$ cat config.mk
export PLATFORM = sky130hd
export DESIGN_NAME = imm_extend_pipe
export DESIGN_NICKNAME = d
export VERILOG_FILES = /design/src/rtl/imm_extend_pipe.sv
export SDC_FILE = /design/constraint.sdc
export NUM_CORES = 1
export LEC_CHECK = 0
export ABC_AREA = 1
export CAP_MARGIN = 15
export CORE_MARGIN = 1.5
export CORE_UTILIZATION = 57
export CTS_BUF_LIST = sky130_fd_sc_hd__clkbuf_4 sky130_fd_sc_hd__clkbuf_8 sky130_fd_sc_hd__clkbuf_16
export CTS_CLUSTER_DIAMETER = 60
export DETAILED_ROUTE_END_ITERATION = 16
export PLACE_DENSITY = 0.95
export SLEW_MARGIN = 20
export SYNTH_ARGS = -nofsm -noshare
export SYNTH_HDL_FRONTEND = slang
export SYNTH_SLANG_ARGS = --single-unit
$ cat constraint.sdc
create_clock -name clk -period 2.5 [get_ports clk]
set_input_delay 0.25 -clock clk [delete_from_list [all_inputs] [get_ports clk]]
set_output_delay 0.25 -clock clk [all_outputs]
set_load 0.03 [all_outputs]
$ cat src/rtl/imm_extend_pipe.sv
// imm_extend_pipe: pipelined MIPS32 immediate generator behind a
// valid/ready handshake, with a 2-entry skid buffer (main reg M + skid reg S).
//
// Ports:
//   clk, reset          rising-edge clock, synchronous active-high reset
//   in_valid/in_ready   upstream handshake (in_ready is registered)
//   in_imm, in_mode     raw immediate and mode (00 sign, 01 zero, 10 upper, 11 branch)
//   out_valid/out_ready downstream handshake
//   out_data, out_mode  extended immediate and the mode that produced it
//   stat_xfers, stat_stalls  transfer / stall counters (IMM_EXT_STATS_EN only)
//
// Optional feature macro: IMM_EXT_STATS_EN
module imm_extend_pipe #(
  parameter int unsigned IN_W  = 16,
  parameter int unsigned OUT_W = 32
) (
  input  logic             clk,
  input  logic             reset,
  input  logic             in_valid,
  output logic             in_ready,
  input  logic [IN_W-1:0]  in_imm,
  input  logic [1:0]       in_mode,
  output logic             out_valid,
  input  logic             out_ready,
  output logic [OUT_W-1:0] out_data,
  output logic [1:0]       out_mode
`ifdef IMM_EXT_STATS_EN
  ,
  output logic [31:0]      stat_xfers,
  output logic [31:0]      stat_stalls
`endif
);

  if (OUT_W < IN_W + 2) begin : g_bad_out_w
    $error("imm_extend_pipe: OUT_W must be at least IN_W + 2");
  end
  if (IN_W < 3) begin : g_bad_in_w
    $error("imm_extend_pipe: IN_W must be at least 3");
  end

  typedef enum logic [1:0] {
    EMPTY = 2'd0,
    ONE   = 2'd1,
    FULL  = 2'd2
  } state_e;

  function automatic logic [OUT_W-1:0] extend(input logic [IN_W-1:0] imm,
                                              input logic [1:0]      mode);
    logic [OUT_W-1:0] sext;
    logic [OUT_W-1:0] res;
    sext = {{(OUT_W-IN_W){imm[IN_W-1]}}, imm};
    case (mode)
      2'b00:   res = sext;
      2'b01:   res = {{(OUT_W-IN_W){1'b0}}, imm};
      2'b10:   res = {imm, {(OUT_W-IN_W){1'b0}}};
      default: res = {sext[OUT_W-3:0], 2'b00};
    endcase
    return res;
  endfunction

  state_e           state_q, state_d;
  logic [OUT_W-1:0] m_data_q, m_data_d;
  logic [1:0]       m_mode_q, m_mode_d;
  logic [OUT_W-1:0] s_data_q, s_data_d;
  logic [1:0]       s_mode_q, s_mode_d;
  logic             in_ready_q, in_ready_d;

  logic             in_xfer;
  logic             out_xfer;
  logic [OUT_W-1:0] ext_data;

  assign out_valid = (state_q != EMPTY);
  assign out_data  = m_data_q;
  assign out_mode  = m_mode_q;
  assign in_ready  = in_ready_q;

  assign in_xfer   = in_valid && in_ready_q;
  assign out_xfer  = out_valid && out_ready;
  assign ext_data  = extend(in_imm, in_mode);

  always_comb begin
    state_d  = state_q;
    m_data_d = m_data_q;
    m_mode_d = m_mode_q;
    s_data_d = s_data_q;
    s_mode_d = s_mode_q;
    case (state_q)
      EMPTY: begin
        if (in_xfer) begin
          m_data_d = ext_data;
          m_mode_d = in_mode;
          state_d  = ONE;
        end
      end
      ONE: begin
        if (in_xfer && out_xfer) begin
          m_data_d = ext_data;
          m_mode_d = in_mode;
        end else if (in_xfer) begin
          s_data_d = ext_data;
          s_mode_d = in_mode;
          state_d  = FULL;
        end else if (out_xfer) begin
          state_d  = EMPTY;
        end
      end
      FULL: begin
        if (out_xfer) begin
          m_data_d = s_data_q;
          m_mode_d = s_mode_q;
          state_d  = ONE;
        end
      end
      default: state_d = EMPTY;
    endcase
    // Registered ready: derived from the next state so it never follows
    // out_ready combinationally.
    in_ready_d = (state_d != FULL);
  end

  always_ff @(posedge clk) begin
    if (reset) begin
      state_q    <= EMPTY;
      m_data_q   <= '0;
      m_mode_q   <= '0;
      s_data_q   <= '0;
      s_mode_q   <= '0;
      in_ready_q <= 1'b1;
    end else begin
      state_q    <= state_d;
      m_data_q   <= m_data_d;
      m_mode_q   <= m_mode_d;
      s_data_q   <= s_data_d;
      s_mode_q   <= s_mode_d;
      in_ready_q <= in_ready_d;
    end
  end

`ifdef IMM_EXT_STATS_EN
  logic [31:0] stat_xfers_q, stat_xfers_d;
  logic [31:0] stat_stalls_q, stat_stalls_d;

  always_comb begin
    stat_xfers_d  = stat_xfers_q;
    stat_stalls_d = stat_stalls_q;
    if (out_xfer) begin
      stat_xfers_d = stat_xfers_q + 32'd1;
    end
    if (out_valid && !out_ready) begin
      stat_stalls_d = stat_stalls_q + 32'd1;
    end
  end

  always_ff @(posedge clk) begin
    if (reset) begin
      stat_xfers_q  <= '0;
      stat_stalls_q <= '0;
    end else begin
      stat_xfers_q  <= stat_xfers_d;
      stat_stalls_q <= stat_stalls_d;
    end
  end

  assign stat_xfers  = stat_xfers_q;
  assign stat_stalls = stat_stalls_q;
`endif

endmodule

==> results.tsv, run 1 <==
stage	metric	value	unit
die	fp_util	58.6	%
clock_tree	tritoncts	yes	
layout	clk_share	3.76	%
die	die_width	80.5	um
placement	dp_slack	530	ps
clock_tree	cts_hold_buf	0	
final_timing	setup-tns-final	0	ps
setup_path	worstSetupStartpointType	flop	
power	maxPowerGroup	sequential cells	
final_timing	fmax	0.536	GHz
synth	mux_share	0	%
power	p_seq_share	47.4	%
synth	ys_sh_adder	0	%
placement	gp_congestion	0.869	
global_route	grt_use_total	27.8	%
power	p_seq	1.25	mW
clock_tree	numCtsBuffers	9	
synth	yosysTopAreaCellShare	41.5	%
die	taps	75	
final_timing	hold_violations	0	
synth	simple_gate_share	37.8	%
power	p_leak	1.92	nW
global_route	use_met1	35.6	%
flow_run	log.warning_count	26	
synth	ys_ff	71	
worst_hold_path	hold_path_depth	2	
final_timing	slew_headroom	32.1	%
route	drtIter0Drc	480	
layout	final-seq-area	0.00142	mm2
setup_path	cp-end-kind	primary output	
synth	ys_top_cells_by_count	nand2_1 (145), nor2_1 (107), dfxtp_1 (71)	
clock_tree	clock_path_buffers	2	
die	die_height	80.5	um
worst_hold_path	hp-class	in -> reg	
placement	hpwl	5.54	mm
synth	postSynthSeqShare	41.5	%
setup_path	arrival	1610	ps
final_timing	period_needed	1860	ps
layout	nMultiInputCombCells	395	
synth	synthXorXnorAreaFrac	0	%
synth	synth-edff-count	0	
setup_path	crit_path_end	out_valid	
final_timing	tightest_slew	1020	ps
synth	netlist_instances	544	
layout	lay_top_cells	nand2_1 (145), nor2_1 (106), dfxtp_1 (71)	
route	antenna_left	0	
power	power.density	639	mW/mm2
layout	buf_share	15.1	%
global_route	grt_pass1_wl	14.1	mm
layout	biggestCellCategory	multi-input combinational cells	
route	wire_per_inst	13.1	um
route	drcViolationCount	0	
synth	async_flop_share	0	%
layout	combGateArea	0.00168	mm2
synth	synth_nets	566	
clock_tree	cts_resized	0	
die	core_area	0.00585	mm2
layout	drive_gt1_share	4.79	%
final_timing	slew_viol_final	0	
clock_tree	post_cts_buffers	0	
clock_tree	clk_pin_slew	70	ps
setup_path	reg2reg_to	s_data_q[1]	
setup_path	startpoint	state_q[0]	
placement	portBuffers	57	
synth	synth_cell_types	18	
route	vias	3630	
placement	placed_area	0.00397	mm2
layout	seq_share	34.4	%
layout	nNetsFinal	605	
setup_path	reg2reg_slack	750	ps
worst_hold_path	hold_end	state_q[0]	
layout	comb_area_share	40.6	%
route	vias_per_cell	5.50	
final_timing	setup_violations	0	
power	peakVddDrop	350	uV
route	totalWireLength	8.68	mm
layout	final_area	0.00413	mm2
synth	area_leaders	dfxtp_1 (41%), nand2_1 (16%), nor2_1 (12%)	
global_route	grt_overflow	0	
synth	flop_cell	dfxtp_1	
synth	most_common_cell	nand2_1	
clock_tree	clock-sinks	71	
synth	ys_chip_area	0.00343	mm2
die	fp-row-count	28	
synth	syn_avg_cell_area	6.30	um2
clock_tree	htree_levels	3	
layout	fillCellCount	465	
setup_path	critPathMaxFanout	4	
global_route	antenna_found_initial	0	
die	ios	58	
synth	logic_family	simple AND/OR/NAND/NOR gates	
layout	n_all_buffers	64	
synth	synthAoiAreaFrac	11.1	%
setup_path	cp.required	2250	ps
final_timing	timing.hold.ws	476	ps
synth	yosys_warnings	0	
power	switching_power	0.820	mW
flow_run	maxCapViolations	0	
layout	inv_count	42	
layout	area_growth	20.5	%
worst_hold_path	hp-start	reset	
setup_path	worstSetupPathType	reg -> out	
synth	yosys_cells	544	
setup_path	r2r_cells	6	
global_route	met2_usage	45.0	%
synth	yosys.area.top_type	dfxtp_1	
setup_path	regToRegStartpoint	state_q[1]	
layout	n_antenna_cell	0	
global_route	grt_pass1_vias	3181	
power	p_int	1.82	mW
route	dr.pass1.iters	5	
clock_tree	root_buffer	clkbuf_8	
power	swShare	31.1	%
layout	nClkBuffers	11	
power	combinationalPower	0.610	mW
layout	final_cell_count_no_fill	660	
global_route	grt_max_degree	69	
layout	seq_cells	71	
synth	syn-cell-area	0.00343	mm2
placement	placed_cells	647	
final_timing	layout_worst_path_cycle_share	74.6	%
power	comb_power_share	23.1	%
outcome	status	complete, no violations	
layout	lay_top_count	nand2_1	
final_timing	rsz0062_at_grt	no	
final_timing	worst_slack	635	ps
global_route	use_met3	4.55	%
global_route	grt.busiest_layer	met2	
die	dieArea	0.00648	mm2
==> run 1: critical path, stage by stage, from the launching register on <==
cell             delay (ps)
dfxtp_1                 420
inv_2                    60
nand2_1                  90
clkdlybuf4s50_1         680
==> run 1: per-stage QoR <==
step                      utilization, %  power [mW]
after floorplan                        -        1.66
after global placement              67.9        1.86
after detailed placement            67.9        1.88
after CTS                           70.6        2.63
after global routing                70.6        2.74
final                               70.6        2.64
==> run 1: sequential cells by signal, summed over array words and instances, names as in the netlist <==
name / cells
in_ready: 1
out_data: 32
out_mode: 2
s_data_q: 32
s_mode_q: 2
state_q: 2
==> run 1: routing by layer <==
metal / vias up / share of wire, %
li1: 1786 / -
met1: 1615 / 41
met2: 208 / 47
met4: 0 / 2.1
met5: - / 0
met3: 21 / 9.5
==> run_1/power_grid.png <==
Scale: 4 px per um. Pins as bars on the die edge.
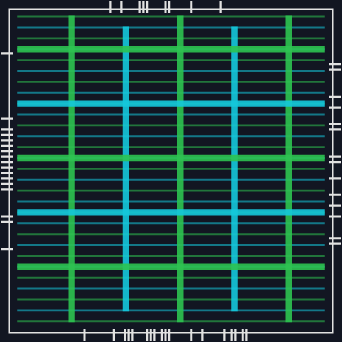
[VSS] green
[VDD] cyan
signal pins: 58
met4 straps: 5
met1 rails: 29
rows: 28
met5 straps: 5

==> run_1/placement_by_type.png <==
Scale: 3 px per um. Fill, decap, tap and diode cells in grey.
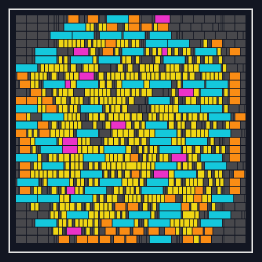
[flops] cyan | cells: 71
[clock drivers and dummy loads] magenta | cells: 13
[combinational and other logic] yellow | cells: 437
[other buffers and delay cells] orange | cells: 64

==> run_1/clk_routes.png <==
Scale: 8 px per um.
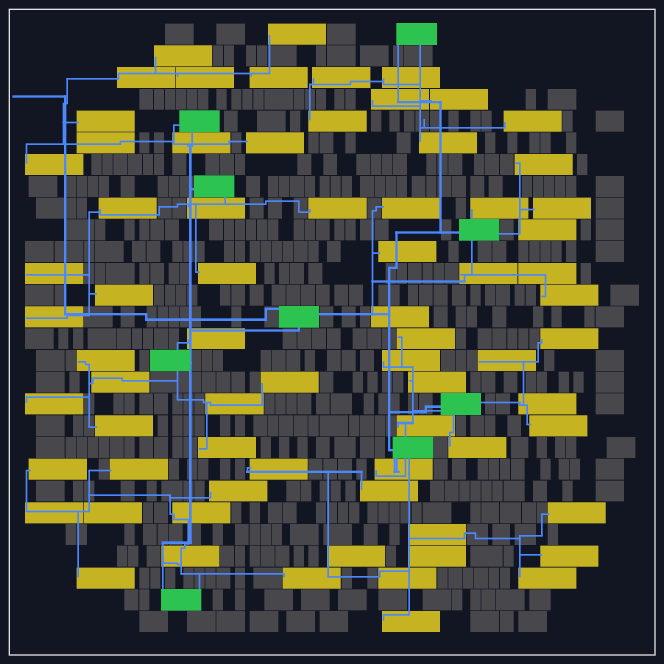
[clock wires] blue | length: 828 um
[clock drivers] green | count: 9
[flip-flops] yellow | count: 71
flops lie: spread over the die
Worst Clk Skew: 9.96 ps
P_clk: 0.778 mW
clock group share of total power: 29.5%
clk latency late pin: 350 ps

==> run_1/placement.png <==
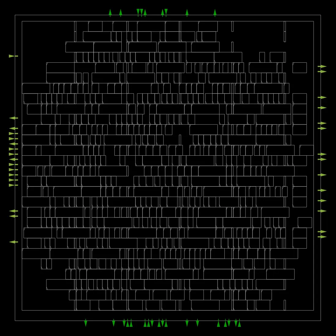

==> inputs of run 2 (changes only) <==
Settings changed: CORE_UTILIZATION 57 to 48, PLACE_DENSITY 0.95 to 0.88.
Clock period 2.5 ns to 1.55 ns, I/O delays scaled along.
==> run_2/placement.png <==
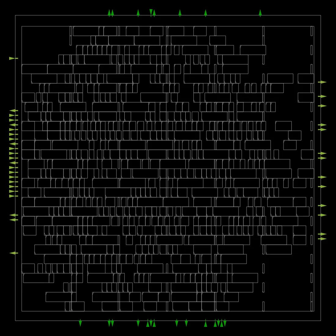
Core ar.: 0.00683 mm2
sequential cell area share: 32.2%
Finished Core Util: 64.7%
# Taps: 96

==> run 2 against run 1 <==
  * Combinational power up 69%
  * Critical path depth down 2
  * Global-route usage down 1.8 points
  * Clock power up 71%
  * Routed wire length up 6.2%
  * Hold slack worse by 60 ps
  * Setup slack worse by 600 ps
  * Non-clock buffer count up 17
  * First-iteration DRC count down 12%
==> results.tsv, run 2 <==
stage	metric	value	unit
outcome	status	complete, no violations	
power	maxPowerGroup	sequential cells	
final_timing	worst_slack	40.2	ps
flow_run	log.warning_count	26	
setup_path	cp_num_buf_inv	1	
global_route	grt_max_degree	69	
global_route	use_met1	34.6	%
synth	simple_gate_share	37.8	%
final_timing	rsz0062_at_grt	no	
die	ios	58	
power	comb_power_share	23.6	%
synth	synthAoiAreaFrac	11.1	%
setup_path	worstSetupPathType	reg -> out	
route	dr_wl_met3	701	um
global_route	met2_usage	40.5	%
placement	hpwl	6.23	mm
layout	final_cell_count_no_fill	699	
route	highest_layer	met4	
placement	gp_congestion	0.898	
synth	yosys_warnings	0	
final_timing	tightest_slew	373	ps
route	drcViolationCount	0	
clock_tree	clock_path_buffers	2	
route	drtIter0Drc	423	
synth	ys_sh_adder	0	%
layout	n_all_buffers	81	
placement	placed_cells	685	
worst_hold_path	hold_end	state_q[0]	
power	p_seq_share	46.1	%
setup_path	cp.required	1390	ps
placement	dp_slack	-74.1	ps
final_timing	fmax	0.662	GHz
setup_path	regToRegStartpoint	state_q[1]	
layout	lay_top_count	nand2_1	
synth	ys_chip_area	0.00343	mm2
layout	comb_area_share	38.0	%
setup_path	crit_family	buffers and inverters	
layout	combGateArea	0.00168	mm2
final_timing	setup_violations	0	
synth	async_flop_share	0	%
clock_tree	clk_pin_slew	80	ps
setup_path	worstSetupStartpointType	flop	
final_timing	slew_headroom	75.1	%
setup_path	r2r_cells	7	
layout	lay_top_cells	nand2_1 (145), nor2_1 (106), dfxtp_1 (71)	
synth	syn_avg_cell_area	6.30	um2
route	route.met2.wl	4.23	mm
power	total_power	4.38	mW
synth	synth_cell_types	18	
global_route	grt.busiest_layer	met2	
synth	most_common_cell	nand2_1	
setup_path	cp-end-kind	primary output	
route	vias_per_cell	5.19	
die	dieArea	0.00765	mm2
synth	synth-edff-count	0	
route	wl_met1	4.06	mm
global_route	antenna_found_initial	0	
setup_path	reg2reg_to	out_data[11]	
synth	postSynthSeqShare	41.5	%
clock_tree	htree_levels	3	
global_route	use_met3	3.79	%
route	totalWireLength	9.21	mm
worst_hold_path	hold_path_depth	2	
setup_path	critPathMaxFanout	2	
power	p_clk	1.33	mW
final_timing	period_needed	1510	ps
layout	fillCellCount	613	
global_route	grt_pass1_vias	3333	
synth	synth_nets	566	
power	swShare	30.5	%
power	peakVddDrop	638	uV
layout	nClkBuffers	13	
layout	area_growth	29.0	%
synth	area_leaders	dfxtp_1 (41%), nand2_1 (16%), nor2_1 (12%)	
synth	yosys_cells	544	
layout	nMultiInputCombCells	395	
setup_path	crit_path_end	out_data[7]	
layout	drive_gt1_share	7.63	%
synth	yosysTopAreaCellShare	41.5	%
synth	logic_family	simple AND/OR/NAND/NOR gates	
die	die_width	87.5	um
setup_path	arrival	1350	ps
final_timing	layout_worst_path_cycle_share	97.4	%
power	clkPwrFrac	30.4	%
power	switching_power	1.34	mW
worst_hold_path	hp-start	reset	
layout	buf_share	19.7	%
synth	yosys.area.top_type	dfxtp_1	
global_route	grt_use_total	26.0	%
setup_path	cp_slowest_stage_delay	670	ps
setup_path	crit_slowest_cell	clkdlybuf4s50_1	
layout	inv_count	42	
setup_path	crit_chain	clkdlybuf4s50_1	
clock_tree	root_buffer	clkbuf_8	
synth	synthXorXnorAreaFrac	0	%
synth	ys_ff	71	
flow_run	maxCapViolations	0	
route	antenna_left	0	
final_timing	slew_viol_final	0	
placement	portBuffers	57	
layout	seq_cells	71	
synth	netlist_instances	544	
final_timing	hold_violations	0	
clock_tree	cts_hold_buf	0	
layout	clk_share	3.88	%
layout	nNetsFinal	622	
global_route	grt_overflow	0	
die	die_height	87.5	um
die	fp_util	50.1	%
global_route	grt_pass1_wl	15.6	mm
power	p_leak	2.23	nW
synth	ys_top_cells_by_count	nand2_1 (145), nor2_1 (107), dfxtp_1 (71)	
layout	final-seq-area	0.00142	mm2
power	p_seq	2.02	mW
layout	n_antenna_cell	0	
setup_path	startpoint	out_data[7]	
route	dr.pass1.iters	5	
==> run_2/placement_by_type.png <==
Scale: 3 px per um. Fill, decap, tap and diode cells in grey.
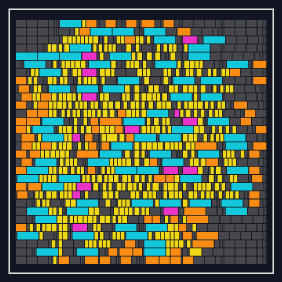
[clock drivers and dummy loads] magenta | cells: 14
[other buffers and delay cells] orange | cells: 81
[combinational and other logic] yellow | cells: 437
[flops] cyan | cells: 71
cell row count: 30
final instance area: 0.00442 mm2

-- run 2: cell counts after synthesis --
Identical to the previous run, type by type.
-- run 2: repair_timing --
action,in CTS,in global routing
setup buffers,0,0
gates resized,4,15
endpoints found under the hold margin,0,0
endpoints found under the setup margin,4,15
cloned,0,0
-- run 2: stage by stage --
step / area, um2 / setup TNS [ps] / hold WS, ps
floorplan: 3430 / 0 / 224
global placement: 4220 / 0 / 462
detailed placement: 4220 / -708 / 470
CTS: 4380 / 0 / 414
global route: 4420 / 0 / 422
finish: 4420 / 0 / 416
-- run 2: kinds of logic after synthesis --
family                 after synthesis
AOI/OAI and AO/OA                   76
DFF                                 71
buffers and inverters               78
and+or+nand+nor                    319
Power is estimated from default activity; no workload was simulated.
